$ cat src/rtl/if_fetch_pkg.sv
// Shared types and constants for the instruction fetch stage.
package if_fetch_pkg;

   localparam int INST_ADDR_W = 32;
   localparam int INST_W      = 32;
   localparam int BYTE_W      = 8;

   typedef logic [INST_ADDR_W-1:0] inst_addr_t;
   typedef logic [INST_W-1:0]      inst_t;
   typedef logic [BYTE_W-1:0]      byte_t;

   localparam logic  RST_ENABLE = 1'b1;
   localparam logic  STOP       = 1'b1;
   localparam logic  NO_STOP    = 1'b0;
   localparam inst_t ZERO_WORD  = 32'h0000_0000;

   localparam logic [2:0] BYTES_PER_INST = 3'd4;

   typedef enum logic {
      FETCH = 1'b0,
      HOLD  = 1'b1
   } fetch_state_t;

endpackage

$ cat src/rtl/if_fetch_mem_if.sv
// Byte-wide read port between the fetch stage and the memory controller.
interface if_fetch_mem_if;
   import if_fetch_pkg::*;

   logic       if_mem_req;
   inst_addr_t if_mem_addr;
   logic       mem_if_grant;
   byte_t      mem_if_data;

   modport master (
      output if_mem_req,
      output if_mem_addr,
      input  mem_if_grant,
      input  mem_if_data
   );

   modport slave (
      input  if_mem_req,
      input  if_mem_addr,
      output mem_if_grant,
      output mem_if_data
   );

endinterface

$ cat src/rtl/if_fetch.sv
// Instruction fetch: owns the PC, assembles each instruction from four byte
// reads and hands it to if_id under the get_inst / stall[0] handshake.
//
// state | meaning
// ------+-------------------------------------------------------------
// FETCH | issuing byte requests and collecting returned bytes
// HOLD  | instruction complete, waiting for stall[0] to release it
module if_fetch
   import if_fetch_pkg::*;
#(
   parameter inst_addr_t RESET_PC = 32'h0000_0000
) (
   input  logic            clk,
   input  logic            rst,
   input  logic [5:0]      stall,
   input  logic            branch_flag_i,
   input  inst_addr_t      branch_target_i,
   if_fetch_mem_if.master  mem,
   output logic            get_inst,
   output inst_addr_t      if_pc,
   output inst_t           if_inst
);

   fetch_state_t state;
   logic [2:0]   req_cnt;
   logic [1:0]   rcv_cnt;
   logic         pending;
   logic         granted;
   logic         accept;
   logic         unused_stall;

   assign unused_stall = &{1'b0, stall[5:1]};

   // Request and address are driven combinationally from the counters so a
   // grant advances to the next byte address without a bubble cycle.
   always_comb begin
      mem.if_mem_req  = 1'b0;
      mem.if_mem_addr = ZERO_WORD;
      if (rst != RST_ENABLE) begin
         mem.if_mem_addr = if_pc + {29'd0, req_cnt};
         if ((state == FETCH) && (req_cnt < BYTES_PER_INST)) begin
            mem.if_mem_req = 1'b1;
         end
      end
   end

   assign granted = mem.if_mem_req & mem.mem_if_grant;
   assign accept  = get_inst & (stall[0] == NO_STOP);

   always_ff @(posedge clk) begin
      if (rst == RST_ENABLE) begin
         state    <= FETCH;
         req_cnt  <= 3'd0;
         rcv_cnt  <= 2'd0;
         pending  <= 1'b0;
         get_inst <= 1'b0;
         if_pc    <= RESET_PC;
         if_inst  <= ZERO_WORD;
      end else if (branch_flag_i) begin
         // Clearing pending drops the byte of any request already granted.
         state    <= FETCH;
         req_cnt  <= 3'd0;
         rcv_cnt  <= 2'd0;
         pending  <= 1'b0;
         get_inst <= 1'b0;
         if_pc    <= branch_target_i;
      end else if (accept) begin
         state    <= FETCH;
         req_cnt  <= 3'd0;
         rcv_cnt  <= 2'd0;
         pending  <= 1'b0;
         get_inst <= 1'b0;
         if_pc    <= if_pc + 32'd4;
      end else if (state == FETCH) begin
         pending <= granted;
         if (granted) begin
            req_cnt <= req_cnt + 3'd1;
         end
         if (pending) begin
            if_inst[{rcv_cnt, 3'b000} +: 8] <= mem.mem_if_data;
            rcv_cnt                         <= rcv_cnt + 2'd1;
            if (rcv_cnt == 2'd3) begin
               state    <= HOLD;
               get_inst <= 1'b1;
            end
         end
      end
   end

endmodule

$ cat src/flat_wrapper.sv
// flat-port wrapper written by rule: the top's interface ports become plain ports
module if_fetch_flat import if_fetch_pkg::*;
#(
   parameter inst_addr_t RESET_PC = 32'h0000_0000
)
  (clk, rst, stall, branch_flag_i, branch_target_i, get_inst, if_pc, if_inst, mem_if_mem_req, mem_if_mem_addr, mem_mem_if_grant, mem_mem_if_data);
  if_fetch_mem_if mem_i ();
  input  logic clk;
  input  logic rst;
  input  logic [5:0] stall;
  input  logic branch_flag_i;
  input  inst_addr_t branch_target_i;
  output logic get_inst;
  output inst_addr_t if_pc;
  output inst_t if_inst;
  output wire logic [$bits(mem_i.if_mem_req)-1:0] mem_if_mem_req;
  output wire logic [$bits(mem_i.if_mem_addr)-1:0] mem_if_mem_addr;
  input wire logic [$bits(mem_i.mem_if_grant)-1:0] mem_mem_if_grant;
  input wire logic [$bits(mem_i.mem_if_data)-1:0] mem_mem_if_data;
  assign mem_if_mem_req = mem_i.if_mem_req;
  assign mem_if_mem_addr = mem_i.if_mem_addr;
  assign mem_i.mem_if_grant = mem_mem_if_grant;
  assign mem_i.mem_if_data = mem_mem_if_data;
  if_fetch #(.RESET_PC(RESET_PC)) u_core (.clk(clk), .rst(rst), .stall(stall), .branch_flag_i(branch_flag_i), .branch_target_i(branch_target_i), .mem(mem_i), .get_inst(get_inst), .if_pc(if_pc), .if_inst(if_inst));
endmodule
$ cat config.mk
export PLATFORM = sky130hd
export DESIGN_NAME = if_fetch_flat
export DESIGN_NICKNAME = d
export VERILOG_FILES = /design/src/rtl/if_fetch_pkg.sv /design/src/rtl/if_fetch_mem_if.sv /design/src/rtl/if_fetch.sv /design/src/flat_wrapper.sv
export SDC_FILE = /design/constraint.sdc
export NUM_CORES = 1
export LEC_CHECK = 0
export CAP_MARGIN = 20
export CORE_ASPECT_RATIO = 1.75
export CORE_MARGIN = 3
export CORE_UTILIZATION = 50
export DETAILED_ROUTE_END_ITERATION = 16
export PLACE_DENSITY = 0.87
export SLEW_MARGIN = 10
export SYNTH_ARGS = -nofsm -noshare
export SYNTH_HDL_FRONTEND = slang
export SYNTH_SLANG_ARGS = --single-unit
$ cat constraint.sdc
create_clock -name clk -period 5.5 [get_ports clk]
set_input_delay 0.55 -clock clk [delete_from_list [all_inputs] [get_ports clk]]
set_output_delay 0.55 -clock clk [all_outputs]
set_load 0.05 [all_outputs]
==> flow_summary.ini, run 1 <==
; physical design summary
[status]
status = complete, no violations

[placed_design]
place.gp.congestion = 0.967
placed_cells = 776
dp_hpwl_mm = 10.4
portBuffers = 142

[pwr]
maxPowerGroup = the clock network
seqPwrFrac_pct = 40.3
p_int_uw = 1000
pwr-share-clk_pct = 41.2
fin_total_pwr_uw = 1430
p_leak_uw = 0.00186
p_seq_uw = 577
switching_share_pct = 30.2
irDropWorstVdd_mv = 0.240

[finish]
diodes = 0
drive_gt1_share_pct = 5.03
final_common_cell = clkdlybuf4s50_1
logic_area_mm2 = 0.00260
final_cell_count_no_fill = 791
nets = 733

[detailed_routing]
first_pass_iters = 7
ant_nets = 0
drcViolationCount = 0

[cts]
cts_buffer_depth = 2
cts-buffers-inserted = 9
clock_latency_ns = 0.34
post_cts_buffers = 0
clk_pin_slew_ns = 0.06
clkSinkCount = 72
htree_levels = 3

[critical_path]
path_buffers = 1
ff2ff_setup_slack_ns = 2.81
crit_type = flip-flop to primary output
rr_startpoint = u_core.if_pc[15]
worstPathCellList = ha_1, o211ai_1, or3_1, or4b_2, a21oi_1, clkdlybuf4s50_1
crit_slowest_cell = clkdlybuf4s50_1
crit_cells = 6
end_kind = primary output
startpoint_type = flip-flop
crit_family = simple AND/OR/NAND/NOR gates

[sta]
tns_ns = 0
maxSlewViolCount = 0
slew_headroom_pct = 36.8
tightestPinTransition_ns = 0.945
period_minus_slack_ns = 4.39
setup_viol = 0
fin_skew_ns = 0.00408
rsz0062_at_grt = false
hold_violations = 0

[yosys]
postSynthSeqShare_pct = 33.0
yosysWarningCount = 0
async_reset_ff_share_pct = 0
ys.flop_type = dfxtp_1
avgSynthCellArea_um2 = 7.77
ys_chip_area_mm2 = 0.00437
area_leaders = dfxtp_1 (33%), a21oi_1 (6.6%), nand3_1 (4.9%)
edf_count = 0
ys_types = 56
syn_area_mm2 = 0.00437

[floorplanning]
rows = 44
core_mm2 = 0.00842
ios = 148

[grt]
grt_pass1_wl_mm = 22.3
overflow = 0
grt_pass1_vias = 4618
antenna_found_initial = 0
grt_start_max_net_pins = 63

[hold_path]
hp-start = u_core.if_inst[2]
whs_path_depth = 2

[job]
drv_cap = 0
tool_warnings = 35
[run 1: cell families after synthesis]
| group | count (synthesis) | synth area share [%] |
|---|---|---|
| adder cells (fa/ha/maj) | 11 | 3.32 |
| buffers and inverters | 57 | 7.48 |
| AND/OR/NAND/NOR | 262 | 31.4 |
| AND-OR/OR-AND | 134 | 19.4 |
| XOR/XNOR | 22 | 4.41 |
| flip-flops | 72 | 33.0 |
| multiplexers | 4 | 0.974 |
[run 1: sequential cells by signal, summed over array words and instances, names as in the netlist]
register         flops
u_core.pending       1
u_core.if_inst      32
u_core.if_pc        32
u_core.get_inst      1
u_core.rcv_cnt       2
u_core.req_cnt       3
u_core.state         1
[run 1: worst min-delay path, stage by stage, from the launching register on]
cell,delay (ns)
dfxtp_1,0.31
nand2_1,0.05
a21oi_1,0.05
[run 1: final cells by class]
| cell class | count | area share, % |
|---|---|---|
| multi-input cells | 433 | 43.6 |
| repair buffers | 147 | 24.4 |
| flip-flops and latches | 72 | 24.1 |
| clock buffers | 10 | 4.00 |
| well taps | 115 | 2.41 |
| clock inverters | 5 | 0.964 |
| inverters | 9 | 0.566 |
[run 1: synth_stat cells, types with 5 or more instances]
cell type / instances
nor2_1: 53
dfxtp_1: 72
buf_2: 5
inv_1: 8
o21ai_0: 14
nor4_1: 6
buf_6: 7
ha_1: 10
or4_1: 22
clkbuf_1: 27
nand4_1: 16
or3_1: 15
nand3_1: 43
o31ai_1: 18
o211ai_1: 5
xnor2_1: 10
a211oi_1: 11
xor2_1: 12
nor2b_1: 6
nor3_1: 11
a31oi_1: 5
a21oi_1: 58
a311oi_1: 13
and3_1: 6
nand2_1: 57
[run 1: routing by layer]
layer / share of wire [%] / GRT usage, %
met5: 0 / 0
met4: 6.0 / 20.3
met3: 6.8 / 6.82
met2: 51 / 51.4
met1: 36 / 27.6
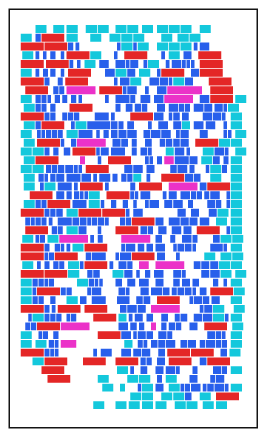
*Placed cells, one colour a class, run 1*
Key: all other logic = blue [cells 442, share of their area 45%]; other buffers and delay cells = cyan [cells 147, share of their area 25%]; clock drivers and dummy loads = magenta [cells 15, share of their area 5.1%]; flops = red [cells 72, share of their area 25%]
Seq/total area: 24.1%
Post-Route Utilization: 70.9%
final non-filler cell area: 0.00597 mm2

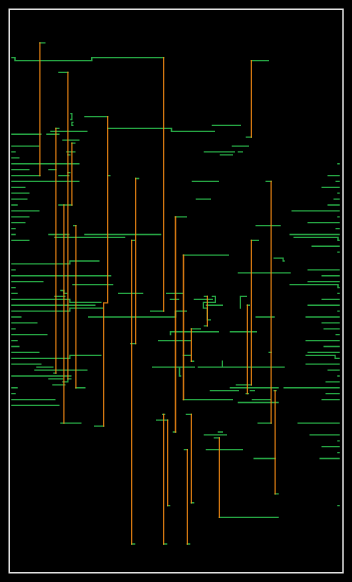
*Wiring by layer, run 1*
Two of the layers only.
Key: met4 = orange [wire length 857 um]; met3 = green [wire length 967 um]
DR WL/cell: 18.0 um
final wirelength: 14.3 mm
Vias: 4883
Tot GR Track Use: 28.1%

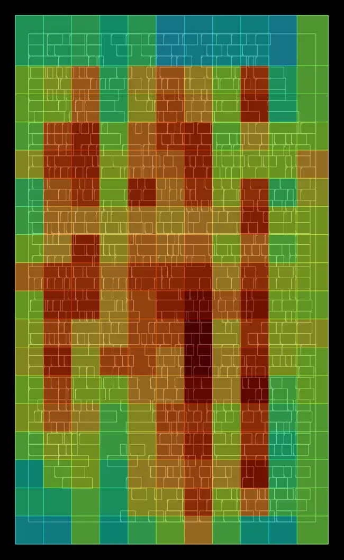
*Congestion heat map, run 1*
GR peak layer: met2
GRT met3 Usage: 6.82%
met1 usage in global routing: 27.6%
met2 Use GR: 51.4%

==> inputs of run 2 (changes only) <==
CORE_UTILIZATION = 46   (was 50)
PLACE_DENSITY = 0.81   (was 0.87)
clock period = 4.4 ns   (was 5.5 ns; I/O delays follow)
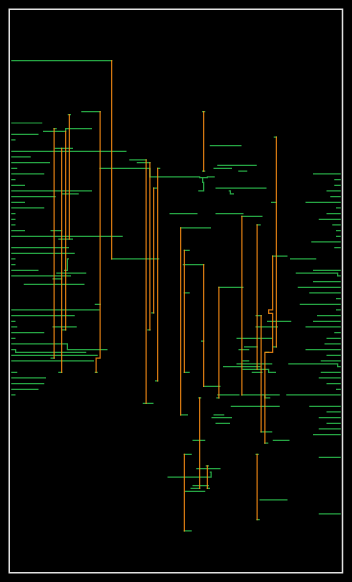
*Wiring by layer, run 2*
Two of the layers only.
Key: met3 = green [wire length 939 um]; met4 = orange [wire length 887 um]
Tot GR Track Use: 26.0%
final wirelength: 13.9 mm
Vias: 4796

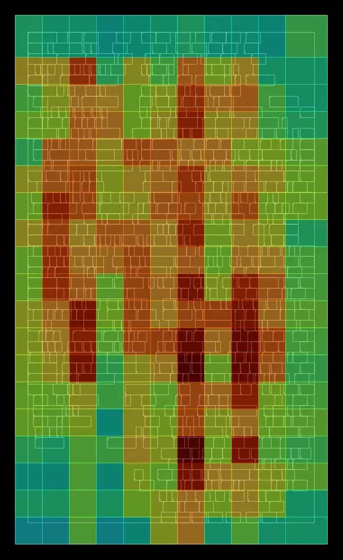
*Congestion heat map, run 2*
GRT met3 Usage: 5.74%
met1 usage in global routing: 27.1%

==> run 2 against run 1 <==
Effect of this change: clock skew down 0.0014 ns; count of clock-buffer cells in the layout up 1; global-route usage down 2.1 points; die size up 8.1%; critical endpoint unchanged; critical path type unchanged; first-iteration DRC count down 19%; largest cell class unchanged.
==> flow_summary.ini, run 2 <==
; physical design summary
[sta]
rsz0062_at_grt = false
maxSlewViolCount = 0
hold_violations = 0
tightestPinTransition_ns = 0.885
setup_viol = 0
fin_skew_ns = 0.00267
tns_ns = 0
slew_headroom_pct = 40.9

[hold_path]
hp-start = u_core.if_inst[26]

[detailed_routing]
wire_per_inst_um = 17.3
first_pass_iters = 5
wirelength_met1_mm = 4.94
highest_layer = met4
ant_nets = 0
wl_met3_um = 939
met2WireLength_mm = 7.13

[placed_design]
dp_hpwl_mm = 10.4
portBuffers = 142
placed_cells = 786

[finish]
reg.largest.list = u_core.if_inst: 32 flops, u_core.if_pc: 32 flops, u_core.req_cnt: 3 flops
drive_gt1_share_pct = 5.73
final_core_util_pct = 65.2
final_common_cell = clkdlybuf4s50_1
nets = 738
diodes = 0

[floorplanning]
rows = 46
ios = 148
core_mm2 = 0.00915

[pwr]
irDropWorstVdd_mv = 0.217
p_int_uw = 1180
seqPwrFrac_pct = 42.4

[yosys]
simple_gate_share_pct = 31.4
ys_chip_area_mm2 = 0.00437
common_cells = dfxtp_1 (72), a21oi_1 (58), nand2_1 (57), nor2_1 (53), nand3_1 (43)
edf_count = 0
synthAoiAreaFrac_pct = 19.4
ys.flop_type = dfxtp_1
async_reset_ff_share_pct = 0
yosysWarningCount = 0
avgSynthCellArea_um2 = 7.77
yosysMostFrequentCell = dfxtp_1
syn_area_mm2 = 0.00437
xor_area_share_pct = 4.41
topCombFamilyByArea = simple AND/OR/NAND/NOR gates

[cts]
post_cts_buffers = 0
cts-buffers-inserted = 9
cts_buffer_depth = 2
clk_pin_slew_ns = 0.05
htree_levels = 3

[critical_path]
rr_startpoint = u_core.if_pc[3]
ff2ff_setup_slack_ns = 1.94
startpoint_type = flip-flop

[status]
status = complete, no violations

[job]
tool_warnings = 35

[grt]
grt_start_max_net_pins = 49
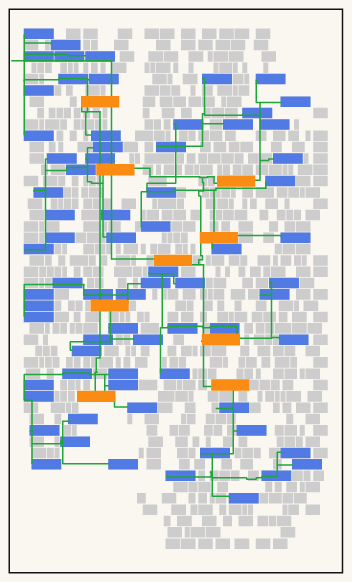
*Clock distribution, run 2*
Key: clock wires = green [length 928 um]; flip-flops = blue [count 72]; cells driving clock nets = orange [count 9]
There are 10 routed clock nets. Position of the flops: spread over the die.
Power Clock: 638 uW
power share of the clock group: 37.7%
clock latency on the worst-skew pair: 0.33 ns

run 2: routing by layer:
layer / global-route usage (%) / vias up
met4: 18.5 / 0
li1: - / 2306
met2: 45.1 / 221
met1: 27.1 / 2211
met5: 0 / -
met3: 5.74 / 58
run 2: power groups by stage:
| stage | Clock [uW] | Combinational, uW | Sequential (uW) |
|---|---|---|---|
| after floorplan | 0 | 159 | 781 |
| final | 638 | 338 | 717 |
| after global routing | 678 | 357 | 721 |
| after detailed placement | 0 | 338 | 729 |
| after global placement | 0 | 335 | 728 |
| after CTS | 651 | 339 | 716 |
run 2: critical path, cell delays in order, from the launching register on:
cell             delay, ns
dfxtp_1               0.40
ha_1                  0.33
o211ai_1              0.21
or3_1                 0.67
or4b_2                0.72
a21oi_1               0.17
clkdlybuf4s50_1       0.83
run 2: worst max-delay path by stage:
stage,from,endpoint,cells past startpoint
final,u_core.req_cnt[2],mem_if_mem_addr[31],6
after global routing,u_core.req_cnt[0],mem_if_mem_addr[26],9
after CTS,u_core.req_cnt[0],mem_if_mem_addr[26],9
after detailed placement,u_core.req_cnt[0],mem_if_mem_addr[26],9
after global placement,u_core.req_cnt[2],mem_if_mem_addr[31],6
after floorplan,u_core.if_pc[0],mem_if_mem_addr[28],8
run 2: area by class of cell:
type                    instances  area (um2)  share of cell area, %
clock buffers                  11         233                   3.90
clock inverters                 4        22.5                  0.377
inverters                       9        33.8                  0.566
multi-input cells             433        2600                   43.6
flip-flops and latches         72        1440                   24.2
well taps                     120         150                   2.52
repair buffers                152        1490                   24.9
run 2: cells by family (layout without fill, tap and decap cells):
kind of cell	after synthesis	after routing
and+or+nand+nor	262	262
AOI/OAI and AO/OA	134	134
DFF	72	72
buffers and inverters	57	176
xor gates and xnor gates	22	22
adders and majority gates	11	11
muxes	4	4
==> inputs of run 3 (changes only) <==
CTS_BUF_LIST = sky130_fd_sc_hd__clkbuf_8 sky130_fd_sc_hd__clkbuf_16   (was default)
==> run 3 against run 2 <==
Effect of this change: highest routed layer unchanged; register-to-register slack is essentially flat; routed wire length shrank 0.13%; largest power group unchanged; critical path depth is the same; non-clock buffer count is the same; synthesized cell count is the same; combinational power is essentially flat; sequential share of layout area is the same; sequential power is essentially flat.
==> flow_summary.ini, run 3 <==
; physical design summary
[sta]
hold_violations = 0
tns_ns = 0
setup_viol = 0
slew_headroom_pct = 41.1
fin_skew_ns = 0.00350

[job]
tool_warnings = 35

[detailed_routing]
ant_nets = 0
first_pass_iters = 5
routed_wl_mm = 13.9
wirelength_met1_mm = 4.91
highest_layer = met4
via_count = 4787

[critical_path]
endpoint = mem_if_mem_addr[31]
startpoint_type = flip-flop
crit_slowest_cell = clkdlybuf4s50_1
ff2ff_setup_slack_ns = 1.94
worstPathCellList = ha_1, o211ai_1, or3_1, or4b_2, a21oi_1, clkdlybuf4s50_1
crit_start = u_core.req_cnt[2]
slowest_delay_ns = 0.83
rr_startpoint = u_core.if_pc[3]

[finish]
reg.largest.list = u_core.if_inst: 32 flops, u_core.if_pc: 32 flops, u_core.req_cnt: 3 flops
diodes = 0
nets = 738
drive_gt1_share_pct = 5.73

[floorplanning]
ios = 148

[cts]
clk_pin_slew_ns = 0.05
cts-buffers-inserted = 9
post_cts_buffers = 0
cts_buffer_depth = 2

[grt]
track_usage_pct = 26.0
grt_use_met1_pct = 27.1
busiest_layer = met2

[yosys]
avgSynthCellArea_um2 = 7.77
ys.flop_type = dfxtp_1
yosysWarningCount = 0
syn_area_mm2 = 0.00437
async_reset_ff_share_pct = 0

[status]
status = complete, no violations

[pwr]
irDropWorstVdd_mv = 0.217
[run 3: cell counts after synthesis]
No cell type changed its count.
[run 3: final cells by class]
| type | instances | area [um2] | area share [%] |
|---|---|---|---|
| clock buffers | 9 | 225 | 3.77 |
| clock inverters | 6 | 30.0 | 0.503 |
| well taps | 120 | 150 | 2.52 |
| inverters | 9 | 33.8 | 0.566 |
| multi-input cells | 433 | 2600 | 43.6 |
| repair buffers | 152 | 1490 | 24.9 |
| flip-flops and latches | 72 | 1440 | 24.2 |
[run 3: critical path: cells and delay by family, from the launching register on]
| kind | cells | cell delay [ns] |
|---|---|---|
| compound gates | 2 | 0.38 |
| fa+ha+maj | 1 | 0.33 |
| buf+inv | 1 | 0.83 |
| flops | 1 | 0.40 |
| simple gates | 2 | 1.39 |
[run 3: logic make-up (layout without fill, tap and decap cells)]
family / after synthesis / in the layout / share of synthesized area [%]
and+or+nand+nor: 262 / 262 / 31.4
AOI/OAI and AO/OA: 134 / 134 / 19.4
DFF: 72 / 72 / 33.0
buffers and inverters: 57 / 176 / 7.48
xor gates and xnor gates: 22 / 22 / 4.41
adders and majority gates: 11 / 11 / 3.32
muxes: 4 / 4 / 0.974
[run 3: per-stage QoR]
stage	util (%)	power (uW)	hold slack [ns]	worst slack (ns)
3_5_place_dp	62.4	1070	0.445	0.675
2_1_floorplan	-	940	0.464	0.703
5_1_grt	65.2	1750	0.472	0.0842
4_1_cts	65.2	1700	0.454	0.309
3_3_place_gp	62.4	1060	0.438	0.690
6_report	65.2	1690	0.451	0.305
[run 3: where the power goes]
group | internal [uW] | total [uW] | switching [uW] | leakage [uW]
combinational | 128 | 338 | 210 | 0.00115
sequential | 674 | 717 | 43.0 | 0.000588
clock | 370 | 635 | 265 | 0.000133
total | 1170 | 1690 | 517 | 0.00188
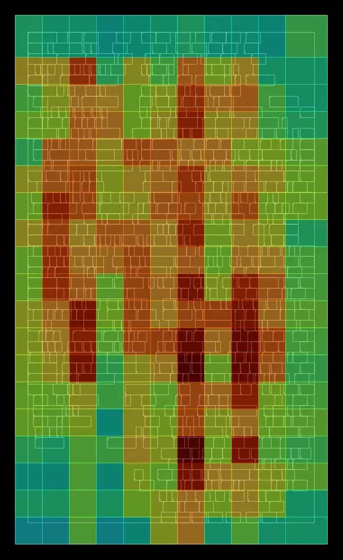
*Congestion heat map, run 3*
met2 Use GR: 45.1%
DR WL/cell: 17.3 um
Post-Route Utilization: 65.2%

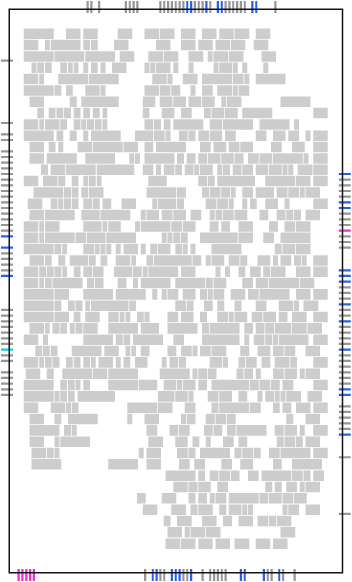
*Pin placement, run 3*
Pins as bars across the die edge, other pins in grey.
Key: branch_target_i = blue [pins 32, direction input, edge 12 right, 10 bottom, 7 top, 3 left]; stall = magenta [pins 6, direction input, edge 5 bottom, 1 right]; mem_mem_if_grant = cyan [pins 1, direction input, edge left]
All pins by edge: 45 right, 41 left, 32 top, 30 bottom.
Die Ht: 135 um
IO buf count: 142

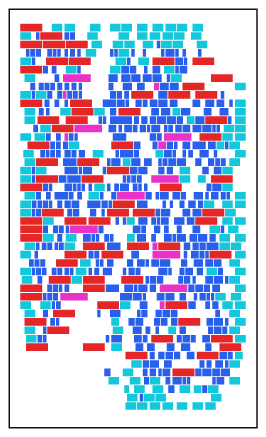
*Placed cells, one colour a class, run 3*
Key: clock drivers and dummy loads = magenta [cells 15, share of their area 4.4%]; flops = red [cells 72, share of their area 25%]; other buffers and delay cells = cyan [cells 152, share of their area 26%]; all other logic = blue [cells 442, share of their area 45%]
final non-filler cell area: 0.00597 mm2
core area: 0.00915 mm2
Seq/total area: 24.2%

No activity file was given, so power comes from the tool's default toggle rates.
